===== src/rtl/serial_adder_if.sv =====
// Operand/result bundle for the bit-serial adder: requester drives start/a/b,
// the adder returns status, sum and flags.
interface serial_adder_if #(
  parameter int WIDTH = 16
);
  logic             start;
  logic [WIDTH-1:0] a;
  logic [WIDTH-1:0] b;
  logic             busy;
  logic             done;
  logic [WIDTH-1:0] sum;
  logic             cout;
  logic             ovf;
  logic             zr;
  logic             ng;

  modport master (
    output start, a, b,
    input  busy, done, sum, cout, ovf, zr, ng
  );

  modport slave (
    input  start, a, b,
    output busy, done, sum, cout, ovf, zr, ng
  );
endinterface


===== src/rtl/serial_adder.sv =====
// Bit-serial two's-complement adder: one registered full-adder slice, LSB first,
// WIDTH processing cycles per addition with a one-cycle done pulse.
module serial_adder #(
  parameter int WIDTH = 16
) (
  input  logic           clk,
  input  logic           reset,
  serial_adder_if.slave  bus
);

  localparam int COUNT_W = (WIDTH > 2) ? $clog2(WIDTH) : 1;

  typedef enum logic {
    IDLE = 1'b0,
    RUN  = 1'b1
  } state_t;

  state_t             r_state, r_state_next;
  logic [WIDTH-1:0]   r_op_a, r_op_a_next;
  logic [WIDTH-1:0]   r_op_b, r_op_b_next;
  logic [WIDTH-1:0]   r_psum, r_psum_next;
  logic               r_carry, r_carry_next;
  logic [COUNT_W-1:0] r_count, r_count_next;
  logic [WIDTH-1:0]   r_sum, r_sum_next;
  logic               r_cout, r_cout_next;
  logic               r_ovf, r_ovf_next;
  logic               r_zr, r_zr_next;
  logic               r_ng, r_ng_next;
  logic               r_done, r_done_next;

  logic               w_s;
  logic               w_c;
  logic               w_last;
  logic [WIDTH-1:0]   w_psum_shift;

  // Full-adder slice on the current LSBs and the carry flop
  assign w_s          = r_op_a[0] ^ r_op_b[0] ^ r_carry;
  assign w_c          = (r_op_a[0] & r_op_b[0]) | (r_op_a[0] & r_carry) | (r_op_b[0] & r_carry);
  assign w_last       = (r_count == COUNT_W'(WIDTH - 1));
  assign w_psum_shift = {w_s, r_psum[WIDTH-1:1]};

  always_comb begin
    r_state_next = r_state;
    r_op_a_next  = r_op_a;
    r_op_b_next  = r_op_b;
    r_psum_next  = r_psum;
    r_carry_next = r_carry;
    r_count_next = r_count;
    r_sum_next   = r_sum;
    r_cout_next  = r_cout;
    r_ovf_next   = r_ovf;
    r_zr_next    = r_zr;
    r_ng_next    = r_ng;
    r_done_next  = 1'b0;

    case (r_state)
      IDLE: begin
        if (bus.start) begin
          r_state_next = RUN;
          r_op_a_next  = bus.a;
          r_op_b_next  = bus.b;
          r_psum_next  = '0;
          r_carry_next = 1'b0;
          r_count_next = '0;
        end
      end
      RUN: begin
        r_op_a_next  = r_op_a >> 1;
        r_op_b_next  = r_op_b >> 1;
        r_psum_next  = w_psum_shift;
        r_carry_next = w_c;
        r_count_next = r_count + COUNT_W'(1);
        if (w_last) begin
          // r_carry still holds the carry into the MSB on this edge
          r_state_next = IDLE;
          r_count_next = '0;
          r_sum_next   = w_psum_shift;
          r_cout_next  = w_c;
          r_ovf_next   = r_carry ^ w_c;
          r_zr_next    = (w_psum_shift == '0);
          r_ng_next    = w_s;
          r_done_next  = 1'b1;
        end
      end
      default: r_state_next = IDLE;
    endcase
  end

  always_ff @(posedge clk) begin
    if (reset) begin
      r_state <= IDLE;
      r_op_a  <= '0;
      r_op_b  <= '0;
      r_psum  <= '0;
      r_carry <= 1'b0;
      r_count <= '0;
      r_sum   <= '0;
      r_cout  <= 1'b0;
      r_ovf   <= 1'b0;
      r_zr    <= 1'b0;
      r_ng    <= 1'b0;
      r_done  <= 1'b0;
    end else begin
      r_state <= r_state_next;
      r_op_a  <= r_op_a_next;
      r_op_b  <= r_op_b_next;
      r_psum  <= r_psum_next;
      r_carry <= r_carry_next;
      r_count <= r_count_next;
      r_sum   <= r_sum_next;
      r_cout  <= r_cout_next;
      r_ovf   <= r_ovf_next;
      r_zr    <= r_zr_next;
      r_ng    <= r_ng_next;
      r_done  <= r_done_next;
    end
  end

  assign bus.busy = (r_state == RUN);
  assign bus.done = r_done;
  assign bus.sum  = r_sum;
  assign bus.cout = r_cout;
  assign bus.ovf  = r_ovf;
  assign bus.zr   = r_zr;
  assign bus.ng   = r_ng;

endmodule


===== src/flat_wrapper.sv =====
// flat-port wrapper written by rule: the top's interface ports become plain ports
module serial_adder_flat 
#(
  parameter int WIDTH = 16
)
  (clk, reset, bus_start, bus_a, bus_b, bus_busy, bus_done, bus_sum, bus_cout, bus_ovf, bus_zr, bus_ng);
  serial_adder_if #(.WIDTH(WIDTH)) bus_i ();
  input  logic clk;
  input  logic reset;
  input wire logic [$bits(bus_i.start)-1:0] bus_start;
  input wire logic [$bits(bus_i.a)-1:0] bus_a;
  input wire logic [$bits(bus_i.b)-1:0] bus_b;
  output wire logic [$bits(bus_i.busy)-1:0] bus_busy;
  output wire logic [$bits(bus_i.done)-1:0] bus_done;
  output wire logic [$bits(bus_i.sum)-1:0] bus_sum;
  output wire logic [$bits(bus_i.cout)-1:0] bus_cout;
  output wire logic [$bits(bus_i.ovf)-1:0] bus_ovf;
  output wire logic [$bits(bus_i.zr)-1:0] bus_zr;
  output wire logic [$bits(bus_i.ng)-1:0] bus_ng;
  assign bus_i.start = bus_start;
  assign bus_i.a = bus_a;
  assign bus_i.b = bus_b;
  assign bus_busy = bus_i.busy;
  assign bus_done = bus_i.done;
  assign bus_sum = bus_i.sum;
  assign bus_cout = bus_i.cout;
  assign bus_ovf = bus_i.ovf;
  assign bus_zr = bus_i.zr;
  assign bus_ng = bus_i.ng;
  serial_adder #(.WIDTH(WIDTH)) u_core (.clk(clk), .reset(reset), .bus(bus_i));
endmodule

===== config.mk =====
export PLATFORM = sky130hd
export DESIGN_NAME = serial_adder_flat
export DESIGN_NICKNAME = d
export VERILOG_FILES = /design/src/rtl/serial_adder_if.sv /design/src/rtl/serial_adder.sv /design/src/flat_wrapper.sv
export SDC_FILE = /design/constraint.sdc
export NUM_CORES = 1
export LEC_CHECK = 0
export CELL_PAD_IN_SITES_DETAIL_PLACEMENT = 1
export CELL_PAD_IN_SITES_GLOBAL_PLACEMENT = 2
export CORE_MARGIN = 2
export CORE_UTILIZATION = 34
export CTS_BUF_LIST = sky130_fd_sc_hd__clkbuf_4
export CTS_CLUSTER_SIZE = 40
export DETAILED_ROUTE_END_ITERATION = 16
export GPL_ROUTABILITY_DRIVEN = 0
export PLACE_DENSITY_LB_ADDON = 0.1
export SLEW_MARGIN = 10
export SYNTH_ARGS = -nofsm -noshare
export SYNTH_HDL_FRONTEND = slang
export SYNTH_SLANG_ARGS = --single-unit
export TNS_END_PERCENT = 1

===== constraint.sdc =====
create_clock -name clk -period 2.02 [get_ports clk]
set_input_delay 0.505 -clock clk [delete_from_list [all_inputs] [get_ports clk]]
set_output_delay 0.505 -clock clk [all_outputs]
set_load 0.1 [all_outputs]

Fig. 1: placed cells, one colour a class
Scale bar: 20 um. Fill, decap, tap and diode cells in grey.
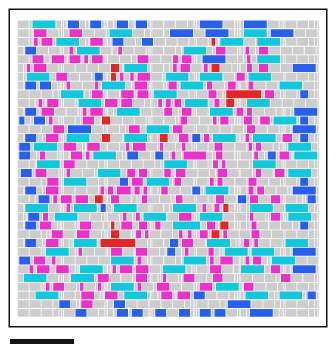
Blue marks other buffers and delay cells, cells 65. Cyan marks flip-flops, cells 73. Red marks clock drivers and dummy loads, cells 16. Magenta marks all other logic, cells 195.
Final Util: 45.3%
fin area: 3930 um^2
num rows: 34
flop share of the area: 37.3%
core area: 8680 um^2

Fig. 2: gate-type map
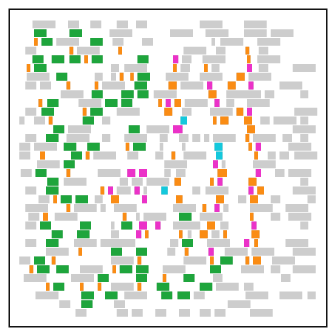
Cyan marks NAND gates, cells 4, most used nand4_1, where centre. Green marks multiplexers, cells 63, most used mux2i_1. Orange marks NOR gates, cells 73, most used nor2_1, where widely spread. Magenta marks inverting AOI/OAI gates, cells 25, most used a21oi_1.

[sequential cells by signal, summed over array words and instances (netlist names)]
register         cells
u_core.r_op_b       16
u_core.bus.zr        1
u_core.r_carry       1
u_core.bus.sum      15
u_core.bus.cout      1
u_core.bus.ng        1
u_core.bus.ovf       1
u_core.r_count       4
u_core.bus.done      1
u_core.r_psum       15
u_core.bus.busy      1
u_core.r_op_a       16
[layer usage]
metal	part of all wire [%]	GRT usage [%]	vias to the layer above	wire length, um
li1	-	-	1128	-
met1	47	19.0	1100	3090
met2	47	23.8	43	3090
met3	4.4	3.29	10	290
met4	1.7	6.01	0	111
met5	0	0	-	0
[cells by family (layout without fill, tap and decap cells)]
logic type	Yosys count	after routing	synth area share, %
compound gates	43	43	9.72
xor+xnor	1	1	0.290
fa+ha+maj	2	2	1.08
buf+inv	31	88	5.38
flops	73	73	48.3
mux	63	63	22.1
simple gates	79	79	13.1
[critical path, cell delays in order, from the launching register on]
cell	delay, ps
dfxtp_1	370
inv_1	80
fa_1	560
nor4b_1	250
nand4_1	120
o21ai_0	160
[layout make-up]
type	count	area, um^2
clock buffer	9	67.6
clock inverter	7	85.1
fill	973	4750
inverter	7	27.5
multi-input combinational	188	1400
sequential	73	1470
tap	108	135
timing repair buffer	65	751
[worst paths after layout]
path / endpoint / slack [ps] / cells after the start
max: u_core.bus.zr / 410 / 5
min: u_core.bus.busy / 450 / 3
max reg2reg: u_core.bus.zr / 410 / 5
min reg2reg: u_core.bus.sum[7] / 490 / 1
[power by group through the flow]
stage | logic [uW] | clock network [uW] | registers [uW]
after floorplan | 212 | 0 | 1550
after global placement | 320 | 0 | 1550
after detailed placement | 327 | 0 | 1550
after CTS | 328 | 1060 | 1520
after global routing | 358 | 1120 | 1530
final | 321 | 1010 | 1520
[metrics by stage]
stage | area [um^2] | utilization (%)
floorplan | 3030 | -
global placement | 3780 | 43.5
detailed placement | 3780 | 43.5
CTS | 3930 | 45.3
global route | 3930 | 45.3
finish | 3930 | 45.3
[cell usage in the layout (no fill, tap or decap)]
master	instances
a22oi_1	1
dfxtp_4	1
nor2b_1	2
nor3_1	2
or2_1	1
o21ai_0	1
a211oi_1	1
buf_2	2
nand4_1	2
buf_12	15
nor4_1	3
buf_4	16
mux2i_1	33
inv_1	6
a21oi_1	20
mux2_2	30
nor3b_1	16
clkbuf_4	9
nor4b_1	1
nor2_1	49
clkdlybuf4s50_1	32
a22o_1	17
o31a_1	1
bufinv_16	2
clkinv_2	3
fa_1	1
o211ai_1	1
clkinv_1	2
nand3b_1	1
and4b_1	1
ha_1	1
clkinvlp_4	1
o2bb2ai_1	1
xnor2_1	1
dfxtp_1	72
nand2b_1	1
==> flow_metrics.tcl <==
# flow metrics
set metrics [dict create \
    switching_share_pct 24.4 \
    syn_inst 292 \
    yosysMostFrequentCell "dfxtp_1" \
    cts_max_level 3 \
    status "completed" \
    grtUsageTotal_pct 14.7 \
    hold_viol 0 \
    path_clk_slew_ps 120 \
    dr.pass1.iters 4 \
    rsz0062_at_grt "false" \
    power.internal_uw 2150 \
    pwr-share-clk_pct 35.5 \
    grt_first_pass_wirelength_um 11500 \
    wl_um 6580 \
    setup_tns_ps 0 \
    worstHoldStart "reset" \
    path_class "reg -> reg" \
    timing.final.crit_period_ps 1610 \
    cts_buffers 9 \
    slew-limit-headroom_pct 68.1 \
    setup-violations-final 0 \
    maxCapViolCount 0 \
    edf_count 0 \
    arrival_ps 1950 \
    die_w_um 98.3 \
    combPwrFrac_pct 11.3 \
    hold_buffers 0 \
    routed-via-count 2281 \
    cts_root_buffer "clkbuf_4" \
    synth-main-ff-cell "dfxtp_1" \
    critPathLaunchType "register" \
    io-pin-count 57 \
    wire_per_inst_um 14.4 \
    ant_nets 0 \
    cts.sinks 73 \
    clock_latency_ps 410 \
    startpoint "u_core.r_carry" \
    setup_slack_ps 408 \
    floorplan.nets 329 \
    fin_skew_ps 10.9 \
    leakage_uw 0.00155 \
    finalClockPeriodUsage_pct 79.8 \
    cp_data_required_time_ps 2350 \
    maxSlewViolCount 0 \
    initial_core_util_pct 34.8 \
    power_frac_seq_pct 53.2 \
    grt_overflow 0 \
    synth_seq_share_pct 48.3 \
    antenna_found_initial 0 \
    switchingPower_uw 696 \
    top_cell_area_share_pct 48.3 \
    syn_area_per_cell_um2 10.4 \
    yosys_warnings 0 \
    dp_slack_ps 348 \
    dpl.cell_count 441 \
    finalNonFillerCells 457 \
    ys.flops 73 \
    worstMarginPinSlew_ps 479 \
    drt_iter0_drc 46 \
    largest_area_cell "dfxtp_1" \
    hpwl_um 4530 \
    ys_cells 292 \
    clockBufferDepth 2 \
    port_buffers 56 \
    cp-end-kind "register" \
    crit_fanout 2 \
    grt_max_degree 42 \
    top_cells_by_area "dfxtp_1, mux2_2, mux2i_1" \
    whs_ps 448 \
    async_flop_share_pct 0 \
    drive_above_1_share_pct 22.6 \
    drt_drc_violations_left 0 \
    r2r-start "u_core.r_carry" \
    ys_types 31 \
    post_cts_resized 0 \
    clock.fmax_ghz 0.620 \
    synth_area_um2 3020 \
    fin_nets 381 \
    tool_warnings 26 \
    tritoncts "done" \
    hp-class "in -> reg" \
    cts_setup_buffers 0 \
    areaGrowthSynthToFinish_pct 30.0 \
    num_antenna_cells 0 \
    die_y_um 98.3 \
    p_per_area_nw_per_um2 725 \
    peakVddDrop_mv 0.327 \
    synthTopCellsByCount "dfxtp_1, nor2_1, mux2i_1" \
    synth-area-yosys_um2 3020 \
]
Power is estimated from default activity; no workload was simulated.
